File: config.mk
export PLATFORM = sky130hd
export DESIGN_NAME = tx_packet_arbiter
export DESIGN_NICKNAME = d
export VERILOG_FILES = /design/src/rtl/tx_packet_arbiter.sv
export SDC_FILE = /design/constraint.sdc
export NUM_CORES = 1
export LEC_CHECK = 0
export CAP_MARGIN = 30
export CORE_MARGIN = 2
export CORE_UTILIZATION = 50
export CTS_BUF_LIST = sky130_fd_sc_hd__clkbuf_8 sky130_fd_sc_hd__clkbuf_16
export DETAILED_ROUTE_END_ITERATION = 16
export PLACE_DENSITY = 0.77
export SLEW_MARGIN = 5
export SYNTH_ARGS = -nofsm -noshare
export SYNTH_HDL_FRONTEND = slang
export SYNTH_SLANG_ARGS = --single-unit
File: constraint.sdc
create_clock -name clk -period 5.9 [get_ports clk]
set_input_delay 0.59 -clock clk [delete_from_list [all_inputs] [get_ports clk]]
set_output_delay 0.59 -clock clk [all_outputs]
set_load 0.005 [all_outputs]
File: src/rtl/tx_packet_arbiter.sv
// ---------------------------------------------------------------------------
// tx_packet_arbiter
//
// Purpose:
//   Shares the single write port of the tx FIFO between the housekeeping path
//   (32-bit sample words) and the CCD pixel byte stream. Each grant is written
//   out as a self-describing packet so host software can demultiplex:
//     HK  packet : HK_TAG, word[7:0], word[15:8], word[23:16], word[31:24]
//     CCD burst  : CCD_TAG, BURST_LEN payload bytes (pixels, then 8'h00 pad),
//                  trailer {last_seen, pixel_count[6:0]}
//   Arbitration in IDLE is round-robin on a registered last_grant, which
//   resets to CCD so housekeeping wins the first contest.
//
// Parameters:
//   HK_TAG    : tag byte opening a housekeeping packet
//   CCD_TAG   : tag byte opening a CCD burst
//   BURST_LEN : CCD payload bytes per burst, legal range 1..127
//
// Ports:
//   clk        in   system clock (single clock domain)
//   rst        in   asynchronous active-high reset
//   hk_req     in   housekeeping word pending, held until hk_ack
//   hk_data    in   housekeeping word, stable while hk_req is high
//   hk_ack     out  one-cycle pulse in the cycle hk_data is captured
//   ccd_valid  in   ccd_data valid
//   ccd_data   in   pixel byte
//   ccd_last   in   final byte of a frame, qualified by ccd_valid
//   ccd_ready  out  byte accepted when ccd_valid & ccd_ready
//   fifo_wdata out  tx FIFO write data (8'h00 when not writing)
//   fifo_winc  out  tx FIFO write strobe, one byte commits per high edge
//   fifo_wfull in   tx FIFO full; the block stalls in place while high
//   busy       out  high whenever the state is not IDLE
// ---------------------------------------------------------------------------
module tx_packet_arbiter #(
  parameter logic [7:0]  HK_TAG    = 8'hA5,
  parameter logic [7:0]  CCD_TAG   = 8'hC3,
  parameter int unsigned BURST_LEN = 64
) (
  input  logic        clk,
  input  logic        rst,
  input  logic        hk_req,
  input  logic [31:0] hk_data,
  output logic        hk_ack,
  input  logic        ccd_valid,
  input  logic [7:0]  ccd_data,
  input  logic        ccd_last,
  output logic        ccd_ready,
  output logic [7:0]  fifo_wdata,
  output logic        fifo_winc,
  input  logic        fifo_wfull,
  output logic        busy
);

  typedef enum logic [3:0] {
    ST_IDLE,
    ST_HK_HDR,
    ST_HK_B0,
    ST_HK_B1,
    ST_HK_B2,
    ST_HK_B3,
    ST_CCD_HDR,
    ST_CCD_DATA,
    ST_CCD_PAD,
    ST_CCD_TRL
  } state_e;

  typedef enum logic {
    GRANT_HK  = 1'b0,
    GRANT_CCD = 1'b1
  } grant_e;

  // Burst length widened to 8 bits so "count + 1" comparisons never wrap,
  // even for BURST_LEN = 127.
  localparam logic [7:0] BURST_LEN_B = 8'(BURST_LEN);

  state_e      state_q,      state_d;
  grant_e      last_grant_q, last_grant_d;
  logic [6:0]  cnt_q,        cnt_d;        // valid pixel bytes in this burst
  logic [6:0]  pos_q,        pos_d;        // payload bytes written (pixels + pad)
  logic        last_seen_q,  last_seen_d;
  logic [31:0] hk_word_q,    hk_word_d;

  logic        write_ok;
  logic        wr_en;
  logic [7:0]  wr_byte;
  logic [7:0]  cnt_inc;
  logic [7:0]  pos_inc;
  logic        grant_hk;

  // -------------------------------------------------------------------------
  // State and datapath registers
  // -------------------------------------------------------------------------
  // NOTE: sequential state uses non-blocking assignments only, so every flop
  // samples the pre-edge value of every other flop regardless of block order.
  always_ff @(posedge clk or posedge rst) begin
    if (rst) begin
      state_q      <= ST_IDLE;
      last_grant_q <= GRANT_CCD;
      cnt_q        <= '0;
      pos_q        <= '0;
      last_seen_q  <= 1'b0;
      hk_word_q    <= '0;
    end else begin
      state_q      <= state_d;
      last_grant_q <= last_grant_d;
      cnt_q        <= cnt_d;
      pos_q        <= pos_d;
      last_seen_q  <= last_seen_d;
      hk_word_q    <= hk_word_d;
    end
  end

  // -------------------------------------------------------------------------
  // Next-state and output logic
  // -------------------------------------------------------------------------
  always_comb begin
    // NOTE: every signal written here gets a default first, so no path through
    // the case statement can leave one unassigned and infer a latch.
    state_d      = state_q;
    last_grant_d = last_grant_q;
    cnt_d        = cnt_q;
    pos_d        = pos_q;
    last_seen_d  = last_seen_q;
    hk_word_d    = hk_word_q;
    hk_ack       = 1'b0;
    ccd_ready    = 1'b0;
    wr_en        = 1'b0;
    wr_byte      = 8'h00;

    write_ok = !fifo_wfull;
    cnt_inc  = {1'b0, cnt_q} + 8'd1;
    pos_inc  = {1'b0, pos_q} + 8'd1;

    // Housekeeping wins unless CCD also asks and HK had the previous grant.
    grant_hk = hk_req && (!ccd_valid || (last_grant_q == GRANT_CCD));

    unique case (state_q)
      ST_IDLE: begin
        if (grant_hk) begin
          hk_word_d    = hk_data;
          hk_ack       = 1'b1;
          last_grant_d = GRANT_HK;
          state_d      = ST_HK_HDR;
        end else if (ccd_valid) begin
          cnt_d        = '0;
          pos_d        = '0;
          last_seen_d  = 1'b0;
          last_grant_d = GRANT_CCD;
          state_d      = ST_CCD_HDR;
        end
      end

      // Fixed-byte write states: each advances only when its byte commits.
      ST_HK_HDR: begin
        wr_en   = write_ok;
        wr_byte = HK_TAG;
        if (write_ok) state_d = ST_HK_B0;
      end
      ST_HK_B0: begin
        wr_en   = write_ok;
        wr_byte = hk_word_q[7:0];
        if (write_ok) state_d = ST_HK_B1;
      end
      ST_HK_B1: begin
        wr_en   = write_ok;
        wr_byte = hk_word_q[15:8];
        if (write_ok) state_d = ST_HK_B2;
      end
      ST_HK_B2: begin
        wr_en   = write_ok;
        wr_byte = hk_word_q[23:16];
        if (write_ok) state_d = ST_HK_B3;
      end
      ST_HK_B3: begin
        wr_en   = write_ok;
        wr_byte = hk_word_q[31:24];
        if (write_ok) state_d = ST_IDLE;
      end

      ST_CCD_HDR: begin
        wr_en   = write_ok;
        wr_byte = CCD_TAG;
        if (write_ok) state_d = ST_CCD_DATA;
      end

      // Pixels pass straight through; the FIFO write doubles as the accept.
      ST_CCD_DATA: begin
        ccd_ready = write_ok;
        wr_en     = ccd_valid && write_ok;
        wr_byte   = ccd_data;
        if (wr_en) begin
          cnt_d = cnt_inc[6:0];
          pos_d = pos_inc[6:0];
          if (ccd_last) begin
            last_seen_d = 1'b1;
            state_d     = (cnt_inc < BURST_LEN_B) ? ST_CCD_PAD : ST_CCD_TRL;
          end else if (cnt_inc == BURST_LEN_B) begin
            state_d = ST_CCD_TRL;
          end
        end
      end

      // Short final burst: zero-fill so every burst has the same length on
      // the wire. cnt keeps the pixel count for the trailer.
      ST_CCD_PAD: begin
        wr_en   = write_ok;
        wr_byte = 8'h00;
        if (write_ok) begin
          pos_d = pos_inc[6:0];
          if (pos_inc == BURST_LEN_B) state_d = ST_CCD_TRL;
        end
      end

      ST_CCD_TRL: begin
        wr_en   = write_ok;
        wr_byte = {last_seen_q, cnt_q};
        if (write_ok) state_d = ST_IDLE;
      end

      default: state_d = ST_IDLE;
    endcase

    fifo_winc  = wr_en;
    fifo_wdata = wr_en ? wr_byte : 8'h00;
    busy       = (state_q != ST_IDLE);
  end

endmodule
Figure 1. Cell outlines without signal wires.
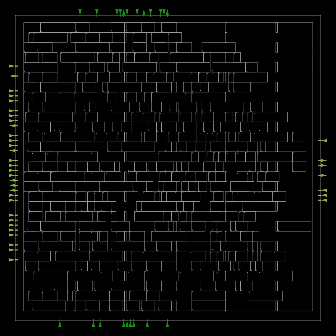
flop count: 52
Core ar.: 0.00624 sq mm
FP Rows: 29
Filler cells: 534
Seq/total area: 0.338

Figure 2. I/O pins on the die edge.
Pins as bars across the die edge, other pins in grey.
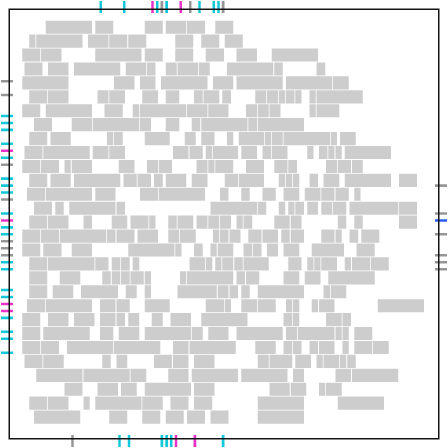
- `hk_data`: cyan (pins 32; direction input; edge 19 left, 7 top, 6 bottom)
- `ccd_data`: magenta (pins 8; direction input; edge 4 left, 2 top, 2 bottom)
- `fifo_winc`: blue (pins 1; direction output; edge right)
die height: 83.6 microns
chip width: 83.6 microns

==> results.json <==
{
  "status": "complete, no violations",
  "io_buffers": 57,
  "setup_viol": 0,
  "path_buffers": 2,
  "insertion_delay_ns": 0.31,
  "wl_met3_microns": 479,
  "pg_clk_uw": 208,
  "r2r_start": "state_q[0]$_DFFE_PP0P_",
  "clk_pin_slew_worst_paths_ns": 0.09,
  "diodes": 0,
  "first_pass_iters": 4,
  "power.total_mw": 1.59,
  "vias": 2683,
  "p_sw_frac": 0.386,
  "grt_use_met3": 0.0415,
  "critPathTopFamily": "buffers and inverters",
  "inverters": 14,
  "cts_htree_levels": 2,
  "comb_share": 0.443,
  "worstPathRequired_ns": 5.31,
  "area_growth_pct": 21.7,
  "utilization": 0.618,
  "logic_gates": 232,
  "worst_r2r_endpoint": "pos_q[1]$_DFFE_PP0P_",
  "fin_hold_ws_ns": 0.511,
  "grtUsageMet1": 0.327,
  "powerComb_uw": 738,
  "numSynthFlops": 52,
  "clkPwrFrac": 0.130,
  "regArea_sq_mm": 0.00130,
  "rsz0062_at_grt": "false",
  "wl_per_cell_microns": 16.9,
  "tightest_slew_ns": 0.923,
  "ys_warn_count": 0,
  "logic_area_sq_mm": 0.00171,
  "top_register": "hk_word_q",
  "seq_power_uw": 649,
  "cp.depth": 6
}
